<file path="src/rtl/shift_reg_pkg.sv">
// Shared mode encodings and small decode helpers for the enabled shift register.
package shift_reg_pkg;

  typedef enum logic [2:0] {
    HOLD     = 3'b000,
    LOAD     = 3'b001,
    SHL      = 3'b010,
    SHR      = 3'b011,
    ROL      = 3'b100,
    ROR      = 3'b101,
    CLR      = 3'b110,
    HOLD_ALT = 3'b111
  } mode_e;

  function automatic logic is_shift(input mode_e m);
    return (m == SHL) || (m == SHR) || (m == ROL) || (m == ROR);
  endfunction

  function automatic logic is_left(input mode_e m);
    return (m == SHL) || (m == ROL);
  endfunction

endpackage

</file>
<file path="src/rtl/shift_bit_cell.sv">
// One register bit: next-state mux over the mode plus an enabled flop with async reset.
module shift_bit_cell
  import shift_reg_pkg::*;
(
  input  logic  clk_i,
  input  logic  rst_i,
  input  logic  en_i,
  input  mode_e mode_i,
  input  logic  load_i,
  input  logic  shl_i,
  input  logic  shr_i,
  output logic  q_o
);

  logic q_d, q_q;

  // Shift vs. rotate differs only at the end bits, so the top resolves shl_i/shr_i.
  always_comb begin
    q_d = q_q;
    case (mode_i)
      LOAD:     q_d = load_i;
      SHL, ROL: q_d = shl_i;
      SHR, ROR: q_d = shr_i;
      CLR:      q_d = 1'b0;
      default:  q_d = q_q;
    endcase
  end

  always_ff @(posedge clk_i or posedge rst_i) begin
    if (rst_i)     q_q <= 1'b0;
    else if (en_i) q_q <= q_d;
  end

  assign q_o = q_q;

endmodule

</file>
<file path="src/rtl/shift_reg_en_n.sv">
// Enabled shift/rotate/load register with saturating shift count, done pulse and
// direction-following serial output.
module shift_reg_en_n
  import shift_reg_pkg::*;
#(
  parameter int WIDTH = 8
) (
  input  logic                       clk,
  input  logic                       reset,
  input  logic                       en,
  input  logic [2:0]                 mode,
  input  logic [WIDTH-1:0]           d,
  input  logic                       sin,
  output logic [WIDTH-1:0]           q,
  output logic                       sout,
  output logic [$clog2(WIDTH+1)-1:0] cnt,
  output logic                       done
);

  localparam int CW = $clog2(WIDTH + 1);
  localparam logic [CW-1:0] CNT_MAX  = CW'(WIDTH);
  localparam logic [CW-1:0] CNT_LAST = CW'(WIDTH - 1);

  mode_e          mode_s;
  logic [WIDTH-1:0] q_w;
  logic [CW-1:0]  cnt_d, cnt_q;
  logic           done_d, done_q;
  logic           left_d, left_q;

  assign mode_s = mode_e'(mode);

  for (genvar i = 0; i < WIDTH; i++) begin : g_bit
    logic shl_src, shr_src;

    if (i == 0) begin : g_lsb
      assign shl_src = (mode_s == ROL) ? q_w[WIDTH-1] : sin;
    end else begin : g_lsb_n
      assign shl_src = q_w[i-1];
    end

    if (i == WIDTH - 1) begin : g_msb
      assign shr_src = (mode_s == ROR) ? q_w[0] : sin;
    end else begin : g_msb_n
      assign shr_src = q_w[i+1];
    end

    shift_bit_cell u_cell (
      .clk_i  (clk),
      .rst_i  (reset),
      .en_i   (en),
      .mode_i (mode_s),
      .load_i (d[i]),
      .shl_i  (shl_src),
      .shr_i  (shr_src),
      .q_o    (q_w[i])
    );
  end

  // done is recomputed every edge so it can never last more than one cycle.
  always_comb begin
    cnt_d  = cnt_q;
    left_d = left_q;
    done_d = 1'b0;
    if (en) begin
      if (mode_s == LOAD) begin
        cnt_d = '0;
      end else if (mode_s == CLR) begin
        cnt_d  = '0;
        left_d = 1'b1;
      end else if (is_shift(mode_s)) begin
        if (cnt_q != CNT_MAX) cnt_d = cnt_q + CW'(1);
        done_d = (cnt_q == CNT_LAST);
        left_d = is_left(mode_s);
      end
    end
  end

  always_ff @(posedge clk or posedge reset) begin
    if (reset) begin
      cnt_q  <= '0;
      done_q <= 1'b0;
      left_q <= 1'b1;
    end else begin
      cnt_q  <= cnt_d;
      done_q <= done_d;
      left_q <= left_d;
    end
  end

  assign q    = q_w;
  assign cnt  = cnt_q;
  assign done = done_q;
  assign sout = left_q ? q_w[WIDTH-1] : q_w[0];

endmodule
</file>
<file path="config.mk">
export PLATFORM = sky130hd
export DESIGN_NAME = shift_reg_en_n
export DESIGN_NICKNAME = d
export VERILOG_FILES = /design/src/rtl/shift_reg_pkg.sv /design/src/rtl/shift_bit_cell.sv /design/src/rtl/shift_reg_en_n.sv
export SDC_FILE = /design/constraint.sdc
export NUM_CORES = 1
export LEC_CHECK = 0
export ABC_AREA = 1
export ABC_CLOCK_PERIOD_IN_PS = 3050
export CORE_MARGIN = 1
export CORE_UTILIZATION = 30
export CTS_BUF_LIST = sky130_fd_sc_hd__clkbuf_4 sky130_fd_sc_hd__clkbuf_8 sky130_fd_sc_hd__clkbuf_16
export CTS_CLUSTER_DIAMETER = 30
export DETAILED_ROUTE_END_ITERATION = 12
export GPL_ROUTABILITY_DRIVEN = 0
export RECOVER_POWER = 50
export SLEW_MARGIN = 20
export SYNTH_ARGS = -nofsm -noshare
export SYNTH_HDL_FRONTEND = slang
export SYNTH_SLANG_ARGS = --single-unit
</file>
<file path="constraint.sdc">
create_clock -name clk -period 3.05 [get_ports clk]
set_input_delay 0.4575 -clock clk [delete_from_list [all_inputs] [get_ports clk]]
set_output_delay 0.4575 -clock clk [all_outputs]
set_load 0.1 [all_outputs]
</file>
==> flow_metrics.py <==
# Flow results
metrics = {
    "logic_synthesis": {
        "netlist_instances": 151,
        "synth_seq_share_pct": 34.8,
        "synthDistinctLibCells": 23,
        "ys_cells": 151,
        "syn_avg_cell_area_um2": 6.70,
    },
    "final_timing": {
        "max_freq_ghz": 0.491,
        "setup_viol_count_final": 0,
        "min_period_over_period_pct": 66.8,
    },
    "flow_run": {
        "max-cap-violations": 0,
        "log.warning_count": 27,
    },
    "global_route": {
        "grt_pass1_vias": 912,
        "track_usage_pct": 14.7,
    },
    "worst_setup_path": {
        "cp-end-kind": "primary output",
        "critPathKind": "reg2out",
        "crit_path_end": "q[5]",
        "cp-startpoint": "g_bit[5].u_cell.q_o",
        "critPathTopFamily": "buffers and inverters",
    },
    "power_and_ir_drop": {
        "p_leak_nw": 0.684,
        "pwr-share-comb_pct": 56.9,
        "ir_drop_mv": 0.585,
    },
    "status": {
        "outcome": "finished, final reports clean",
    },
    "floorplan": {
        "die_w_um": 60.1,
    },
    "place": {
        "dp.cells": 214,
    },
    "finish": {
        "final_common_cell": "nand2_1",
        "final_cell_mix": "55 x nand2_1, 19 x inv_1, 14 x nand3_1",
    },
    "routing": {
        "dr.pass1.iters": 4,
    },
    "clock_network": {
        "cts_htree_levels": 1,
    },
}
-- worst min-delay path by stage --
stage                start  endpoint  slack (ns)  cells after the start
floorplan            reset    cnt[0]        0.35                      1
global placement    left_q    left_q        0.47                      2
detailed placement  left_q    left_q        0.48                      2
CTS                 left_q    left_q        0.50                      2
global route        left_q    left_q        0.52                      2
finish              left_q    left_q        0.49                      2
-- cell usage after synthesis, drive strengths merged --
| library cell | count | area share [%] |
|---|---|---|
| ha | 2 | 2.5 |
| nand2 | 59 | 23 |
| nor2 | 13 | 5.8 |
| nor3 | 1 | 0.49 |
| nand4 | 1 | 0.62 |
| o21ai | 10 | 5.3 |
| o211ai | 3 | 3.2 |
| dfrtp | 13 | 32 |
| xor2 | 1 | 0.87 |
| dfstp | 1 | 2.6 |
| a21oi | 1 | 0.49 |
| nand3 | 14 | 6.9 |
| inv | 23 | 8.5 |
| buf | 9 | 7.1 |
-- state kept, by name (all words and copies together) (netlist names) --
signal	flops
done	1
g_bit.u_cell.q_o	8
left_q	1
cnt	4
-- kinds of logic (layout without fill, tap and decap cells) --
kind of cell,count (synthesis),after routing,share of synthesized area (%)
AOI/OAI and AO/OA,14,14,9.03
adders and majority gates,2,2,2.47
DFF,14,14,34.8
xor gates and xnor gates,1,1,0.866
and+or+nand+nor,88,88,37.3
buffers and inverters,32,55,15.6
-- tightest hold or removal path: stages, from the launching register on --
cell and delay [ns]:
dfstp_2 0.39, nand2_1 0.05, o21ai_1 0.06
-- final cells by class --
cell class | instances | area share, %
multi-input combinational | 105 | 40.1
tap | 44 | 4.40
inverter | 23 | 6.91
clock buffer | 4 | 2.90
sequential | 14 | 28.1
timing repair buffer | 28 | 17.5
-- per-layer routing --
layer	global-route usage (%)	wire [µm]
met1	18.3	1070
met2	25.9	1100
met3	4.55	161
met4	0.997	10
met5	0	0
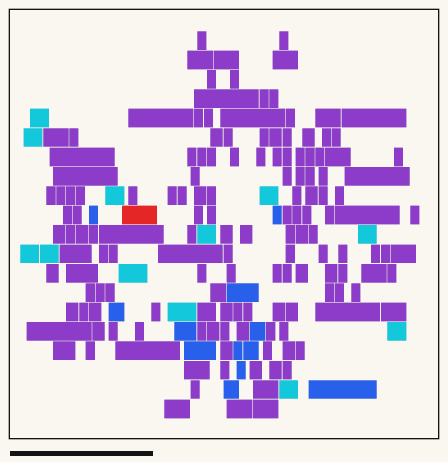
(drive-strength map)
Bar = 20 µm.
[cyan] _3 and _4 cells | cells: 12 | most used: buf_4
[blue] _2 cells | cells: 12 | most used: inv_2
[purple] _0 and _1 cells | cells: 149 | most used: nand2_1
[red] _6 and larger | cells: 1 | most used: clkbuf_8
Signal buffers: 28
area delta synth->final: 23.6%
fin area: 1250 µm²
fin worst setup slack: 1.01 ns

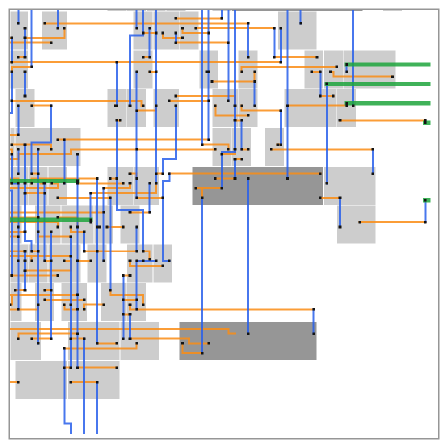
(close-up of the layout)
Window x 30 to 60, y 0 to 30 µm. Cells in grey, sequential cells in the stronger grey; small squares are vias.
[orange] metal 1
[blue] metal 2
[green] metal 3
sequential cells in the window: 2
cells with their middle in the window: 55
netlist names of flops here include: g_bit.u_cell.q_o (1), left_q (1)
most frequent: nand2_1 (14), nand3_1 (9), inv_1 (7)

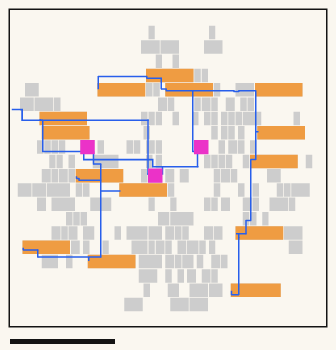
(clock network drawn from the DEF)
Bar = 20 µm.
[orange] flip-flops | count: 14
[blue] clock wires | length: 228 µm
[magenta] clock drivers | count: 3
routed clock nets: 4
clock skew: 0.00489 ns
part of the power in the clock network: 14.1%
Clock Latency Late Sink: 0.29 ns
clock network power: 139 µW

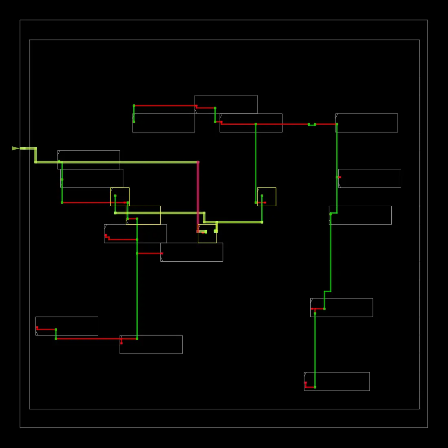
(clock nets)
clk sinks: 14
Clock buffer cells: 4
CTS buffer count: 3
seq_cells: 14

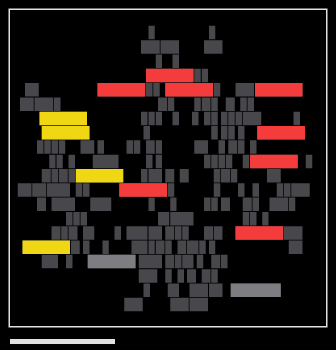
(where the registers sit)
Bar = 20 µm.
[yellow] cnt | flops: 4 | where: left middle
[red] g_bit.u_cell.q_o | flops: 8
not coloured: 2
FF+latch area: 352 µm²
final design utilization: 40.0%

Power and IR drop assume default switching activity.
